Design cel_src_bit_reader, sky130hd; sources not shown.
Fig. 1: run 1, floorplan with the power grid
Bar = 50 um. Pins as bars on the die edge. Tap cells in gray.
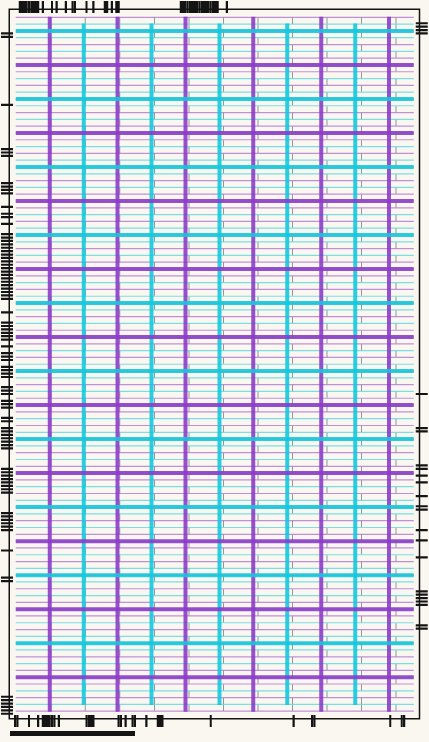
Key: VSS = purple; VDD = cyan
11 straps on met4. 182 signal pins sit on the boundary. The core has 102 rows.
die y size: 283 um
core area: 0.0442 sq mm
Max rail drop VDD: 0.442 mV

Fig. 2: run 1, placement density heat map
Bar = 50 um. 16 x 28 tiles, from white (low) to dark blue (high), 0 to 100% covered.
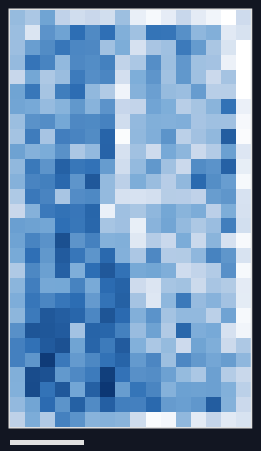
The emptiest ninth of the die: top right. 1.1% of the tiles are nearly empty. 11% of the tiles are over 75% full. The fullest tile reaches 97%. The densest ninth of the die: bottom left.
Core Util at FP: 46.4%
final core occ: 52.2%

Fig. 3: run 1, sequential cells grouped by signal name
Bar = 50 um. Other sequential cells in the stronger gray, the rest of the logic in the fainter gray.
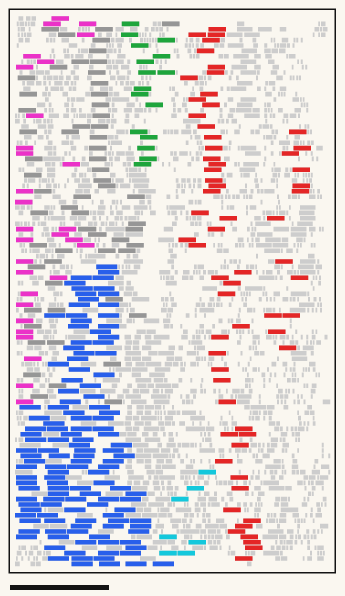
Key: bitbuf_p1 = red [flops 64]; fifo_mem_p0 = blue [flops 128, where bottom left]; total_q = green [flops 16, where top middle]; bitcnt_p1 = cyan [flops 7, where bottom middle]; mem_addr = magenta [flops 30]
sequential cell power: 3.93 mW
register area: 0.00828 sq mm
Seq/total area: 35.9%

==> results.toml, run 1 <==
# yosys + openroad results
[detailed_routing]
vias = 17500
vias_per_cell = 6.39
wirelength_mm = 84.1
detail-route-antenna-nets = 0
drt_iter0_drc = 1325
wl_per_cell_um = 30.8
dr.pass1.iters = 5
drc = 0

[synthesis]
syn-instance-count = 2076
ys.flop_type = "dfrtp_1"
avgSynthCellArea_sq_um = 9.86
ys_seq_share_pct = 40.4
synth_stat.cells = 2076
synth-seq-cells = 305
syn-cell-area_sq_mm = 0.0205
ys_chip_area_sq_mm = 0.0205
ys_types = 74
enable_flop_cells = 128
async_flop_share_pct = 58.0
yosys_warnings = 0

[grt]
track_usage_pct = 36.4
grt_start_max_net_pins = 178
grt_first_pass_wirelength_mm = 121
overflow = 0
antenna_found_initial = 3
grt_pass1_vias = 18000

[sta]
min_period_ns = 4.78
slew_headroom_pct = 21.4
setup_ws_ns = -0.165
worst_pin_slew_ns = 1.17
hold_ws_ns = -0.213
fmax_mhz = 209
setup_viol = 2
hold_viol_final = 177
fin_crit_sh_pct = 104
finalSetupTns_ns = -0.173
maxSlewViolCount = 0
grt_setup_unrepaired = "true"

[placement]
dp_cells = 2683
gp_congestion = 1.10
dp_hpwl_mm = 64.5
port_buffers = 0

[finish]
lay_top_count = "nand2_1"
areaGrowthSynthToFinish_pct = 12.5
largest_reg_flops = 128
layout-drive-gt1-share_pct = 18.8
final_nets = 2303
lay_top_cells = "nand2_1, nor2_1, dfrtp_1"
finalNonFillerCells = 2734

[cts]
clock-sinks = 305
clk_pin_slew_ns = 0.12
cts_buffer_depth = 3
cts_root_buf = "clkbuf_16"
numCtsBuffers = 14
insertion_delay_ns = 0.53
htreeDepth = 1
cts_tree = "yes"

[power_and_ir_drop]
leakage_nw = 9.36
power.total_mw = 11.6
power_density_mw_per_mm2 = 502

[floorplanning]
design.die.area_sq_mm = 0.0463
io_pins = 182
fp.dieW_um = 163
std_cell_rows = 102

[worst_setup_path]
max_stage_delay_ns = 0.67
crit_path_end_kind = "register"
critPathLaunchType = "input port"
cp.arrival_ns = 5.14
worstRegToRegCells = 20
cp_max_fo = 19
r2r_setup_slack_ns = 0.14
critPathRequiredTime_ns = 4.97
slowest_stage = "xor2_2"
critical_path_class = "input port to register"
cp_cell_sequence = "buf_6 -> buf_6 -> buf_12 -> clkinvlp_4 -> clkbuf_2 -> ha_4 -> and2_4 -> a211oi_4 -> nand3_1 -> a21oi_1 -> xor2_2 -> clkbuf_2 -> nand2_1 -> a31oi_2 -> nor2_1"

[flow_run]
warning_count = 36
cap_viol_max_count = 0

[min_path]
hp-class = "input port to async pin"

[run_status]
violations = "negative hold slack, negative setup slack"
status = "complete, but fails checks"
## run 1: worst max-delay path: cells and delay by family
family	cells	cell delay (ns)
xor+xnor	1	0.67
fa+ha+maj	1	0.23
compound gates	3	1.16
buf+inv	6	1.43
simple gates	4	0.87
## run 1: power by group
part / switching, mW / total (mW) / leakage, nW / internal (mW)
combinational: 3.79 / 6.12 / 5.69 / 2.33
sequential: 0.602 / 3.93 / 3.46 / 3.33
clock: 0.901 / 1.52 / 0.202 / 0.619
## run 1: metrics by stage
stage	cell area [sq um]	setup WS, ns
finish	23000	-0.165
global route	23000	-0.114
CTS	22400	0.00136
detailed placement	21300	-2.21
global placement	21300	-2.21
floorplan	20600	0.0158
## run 1: area by class of cell
class                   instances  area [sq um]
fillers                      4192         21100
multi-input cells            1581         12100
flip-flops and latches        305          8280
plain buffers                 172          1000
well taps                     572           716
clock buffers                  20           394
repair buffers                 36           292
inverters                      46           186
clock inverters                 1          30.0
diodes                          1          2.50
## run 1: synth_stat cells, types with 36 or more instances
master	number	area share, %
nand2_1	300	5.5
nor2_1	209	3.8
dfrtp_1	177	22
mux2i_1	173	8.5
o21ai_0	131	3.2
edfxtp_1	128	19
a21oi_1	100	2.4
clkbuf_1	84	1.5
mux4_2	82	9.0
ha_1	50	3.1
mux2_2	49	2.7
a31oi_1	47	1.4
buf_4	45	1.7
inv_1	44	0.81
nand3_1	36	0.88
## run 1: cell families after synthesis
kind of cell | Yosys count | share of synthesized area [%]
AND-OR/OR-AND | 470 | 14.5
XOR/XNOR | 56 | 2.40
adder cells (fa/ha/maj) | 54 | 3.45
buffers and inverters | 224 | 5.33
flip-flops | 305 | 40.4
multiplexers | 305 | 20.2
other | 1 | 0.0183
AND/OR/NAND/NOR | 661 | 13.6
## run 1: metal layers
metal  up-vias  track usage (%)  part of all wire [%]
li1       7684                -                     -
met1      8612             34.4                    31
met2       849             64.3                    51
met3       326             9.60                   7.2
met4         4             30.6                    11
met5         -                0                 0.027
## run 1: repair_timing
item	CTS	global route
pin swaps	9	14
setup buffers	13	20
cloned	0	1
endpoints found under the setup margin	114	97
resized	106	110
hold endpoints to repair	177	177
Fig. 4: run 1, cell placement
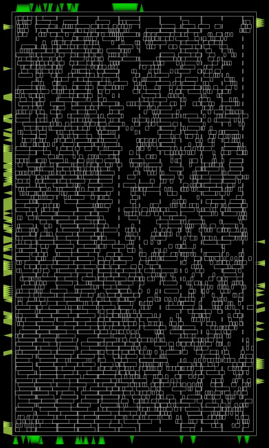

==> run 2: changes to the inputs <==
--- a/config.mk
+++ b/config.mk
@@ -10,7 +10,7 @@
 export CELL_PAD_IN_SITES_GLOBAL_PLACEMENT = 1
 export CORE_ASPECT_RATIO = 1.75
 export CORE_MARGIN = 2
-export CORE_UTILIZATION = 46
+export CORE_UTILIZATION = 51
 export CTS_CLUSTER_DIAMETER = 200
 export CTS_CLUSTER_SIZE = 30
 export DETAILED_ROUTE_END_ITERATION = 12
==> constraint.sdc (replaced) <==
create_clock -name aclk -period 5.1 [get_ports aclk]
set_clock_uncertainty 0.05 [all_clocks]
set_input_delay 0.765 -clock aclk [delete_from_list [all_inputs] [get_ports aclk]]
set_output_delay 0.765 -clock aclk [all_outputs]
set_load 0.02 [all_outputs]
Fig. 5: run 2, cell placement
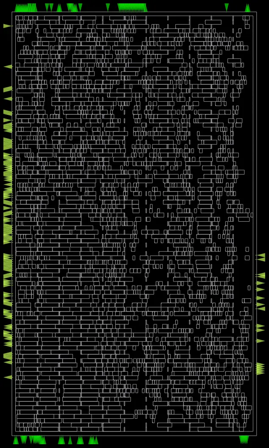
# fillers: 3,593
core area: 0.0398 sq mm
Seq cells: 305
Tapcells: 495

==> results.toml, run 2 <==
# yosys + openroad results
[run_status]
status = "complete, no violations"

[sta]
finalSetupTns_ns = 0
worst_pin_slew_ns = 1.05
fin_crit_sh_pct = 97.5
setup_viol = 0
setup_ws_ns = 0.126
grt_setup_unrepaired = "false"
maxSlewViolCount = 0
fmax_mhz = 201
hold_viol_final = 0
min_period_ns = 4.97
slew_headroom_pct = 30.0

[placement]
placed_cell_area_sq_mm = 0.0212
port_buffers = 0
dpl_worst_slack_ns = -2.20
gp_congestion = 1.04
dp_cells = 2606
dp_hpwl_mm = 62.9

[flow_run]
warning_count = 34
cap_viol_max_count = 0

[worst_setup_path]
critPathRequiredTime_ns = 5.45
cp.arrival_ns = 5.33
r2r_setup_slack_ns = 0.37
critical_path_class = "input port to register"
critPathLaunchType = "input port"
crit_path_end_kind = "register"
cp_max_fo = 19
worstRegToRegCells = 20

[finish]
lay_top_count = "nand2_1"
final_cell_area_sq_mm = 0.0224
areaGrowthSynthToFinish_pct = 9.38
lay_top_cells = "nand2_1, nor2_1, dfrtp_1"
largest_reg_flops = 128
layout-drive-gt1-share_pct = 15.6
final_nets = 2292
finalNonFillerCells = 2647

[synthesis]
ys_chip_area_sq_mm = 0.0205
yosysMostFrequentCell = "nand2_1"
async_flop_share_pct = 58.0
ys.flop_type = "dfrtp_1"
syn-cell-area_sq_mm = 0.0205
top_cell_area_share_pct = 21.6
top_area_cell = "dfrtp_1"
synth_stat.cells = 2076
yosys_warnings = 0
ys_seq_share_pct = 40.4
syn-instance-count = 2076
yosys-top-cells-area = "dfrtp_1, edfxtp_1, mux4_2"
synthTopCellsByCount = "nand2_1, nor2_1, dfrtp_1"
synth-seq-cells = 305
ys_types = 74
avgSynthCellArea_sq_um = 9.86
enable_flop_cells = 128

[power_and_ir_drop]
combPwrFrac_pct = 50.9
p_sw_mw = 4.52
power.total_mw = 9.95
switching_share_pct = 45.5
clockPowerShare_pct = 13.5
leakage_nw = 9.28
internal_power_mw = 5.42
p_seq_share_pct = 35.6
power_density_mw_per_mm2 = 444

[floorplanning]
io_pins = 182
design.die.area_sq_mm = 0.0418
initCoreUtil_pct = 51.4
std_cell_rows = 97

[cts]
cts_tree = "yes"
clock-sinks = 305
cts_root_buf = "clkbuf_16"
clk_pin_slew_ns = 0.13
htreeDepth = 1
numCtsBuffers = 14
cts_buffer_depth = 3
insertion_delay_ns = 0.52

[detailed_routing]
wirelength_mm = 79.5
vias_per_cell = 6.53
drt_iter0_drc = 1130
vias = 17300
drc = 0
wl_per_cell_um = 30.0
detail-route-antenna-nets = 0
dr.pass1.iters = 8

[grt]
use_met2_pct = 68.8
use_met3_pct = 10.1
grt_use_met1_pct = 34.6
grt_pass1_vias = 18000
track_usage_pct = 38.6
grt_first_pass_wirelength_mm = 116
grt_start_max_net_pins = 178
overflow = 0
antenna_found_initial = 3
gr-max-usage-layer = "met2"

[min_path]
hp-class = "input port to async pin"
Fig. 6: run 2, floorplan with the power grid
Bar = 50 um. Pins as bars on the die edge. Tap cells in gray.
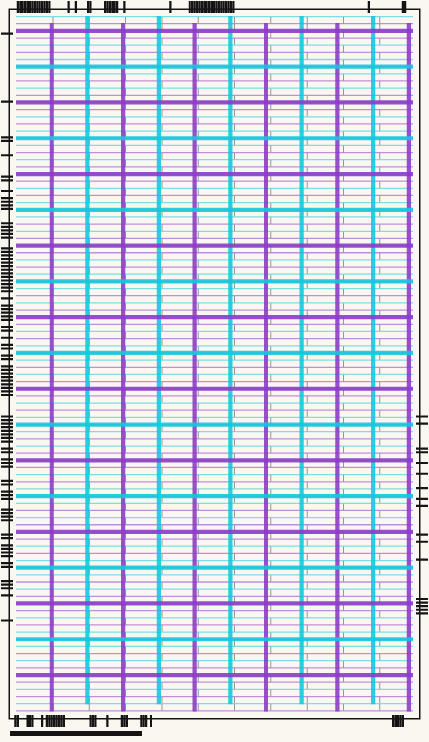
Key: VSS = purple; VDD = cyan
182 signal pins sit on the boundary. The core has 97 rows. 495 tap cells. 11 straps on met4.
die width: 155 um
Max rail drop VDD: 0.405 mV
die y size: 269 um

run 2: cell counts after synthesis:
Identical to the previous run, type by type.
run 2: metal layers:
metal	vias up	routed length, um	share of wire, %
met1	8447	23900	30
li1	7667	-	-
met2	824	41200	52
met4	2	9180	12
met3	332	5240	6.6
met5	-	14	0.018
run 2: kinds of logic (layout without fill, tap and decap cells):
family | count (synthesis) | after routing | synth area share, %
mux | 305 | 305 | 20.2
flops | 305 | 305 | 40.4
xor+xnor | 56 | 56 | 2.40
fa+ha+maj | 54 | 54 | 3.45
simple gates | 661 | 661 | 13.6
other cells | 1 | 36 | 0.0183
buf+inv | 224 | 265 | 5.33
compound gates | 470 | 470 | 14.5
run 2: worst max-delay path, cell delays in order:
cell	delay [ns]
buf_6	0.14
clkbuf_4	0.23
buf_12	0.20
clkinvlp_4	0.10
clkbuf_2	0.21
ha_2	0.30
o21bai_4	0.15
a21oi_1	0.11
a211oi_4	0.41
nand2_2	0.19
mux2i_1	0.18
buf_4	0.25
buf_12	0.18
mux2i_1	0.37
mux2i_1	0.23
a21oi_2	0.44
mux2i_1	0.23
nand2_1	0.44
a31oi_1	0.15
run 2: repair_timing:
action	in CTS	in global routing
endpoints found under the hold margin	177	0
hold buffers	1	0
setup buffers	4	15
gates resized	72	39
setup endpoints to repair	112	72
pin swaps	3	4
run 2: area by class of cell:
cell class,count,area [sq um]
clock buffer,21,398
clock inverter,1,30.0
antenna,1,2.50
fill,3593,17400
buffer,174,935
multi-input combinational,1581,11700
timing repair buffer,23,241
inverter,46,183
tap,495,619
sequential,305,8270
run 2: metrics by stage:
step / hold WS (ns) / utilization, %
final: 0.207 / 56.3
after global routing: 0.261 / 56.2
after CTS: 0.260 / 55.5
after detailed placement: 0.430 / 53.3
after global placement: 0.431 / 53.3
after floorplan: 0.419 / -
run 2: power by group through the flow:
| stage | Sequential (mW) | Clock [mW] | Combinational, mW |
|---|---|---|---|
| 6_report | 3.54 | 1.34 | 5.06 |
| 4_1_cts | 3.53 | 1.36 | 4.71 |
| 3_3_place_gp | 3.55 | 0 | 4.30 |
| 3_5_place_dp | 3.57 | 0 | 4.39 |
| 2_1_floorplan | 3.44 | 0 | 2.98 |
| 5_1_grt | 3.58 | 1.44 | 5.36 |
No activity file was given, so power comes from the tool's default toggle rates.
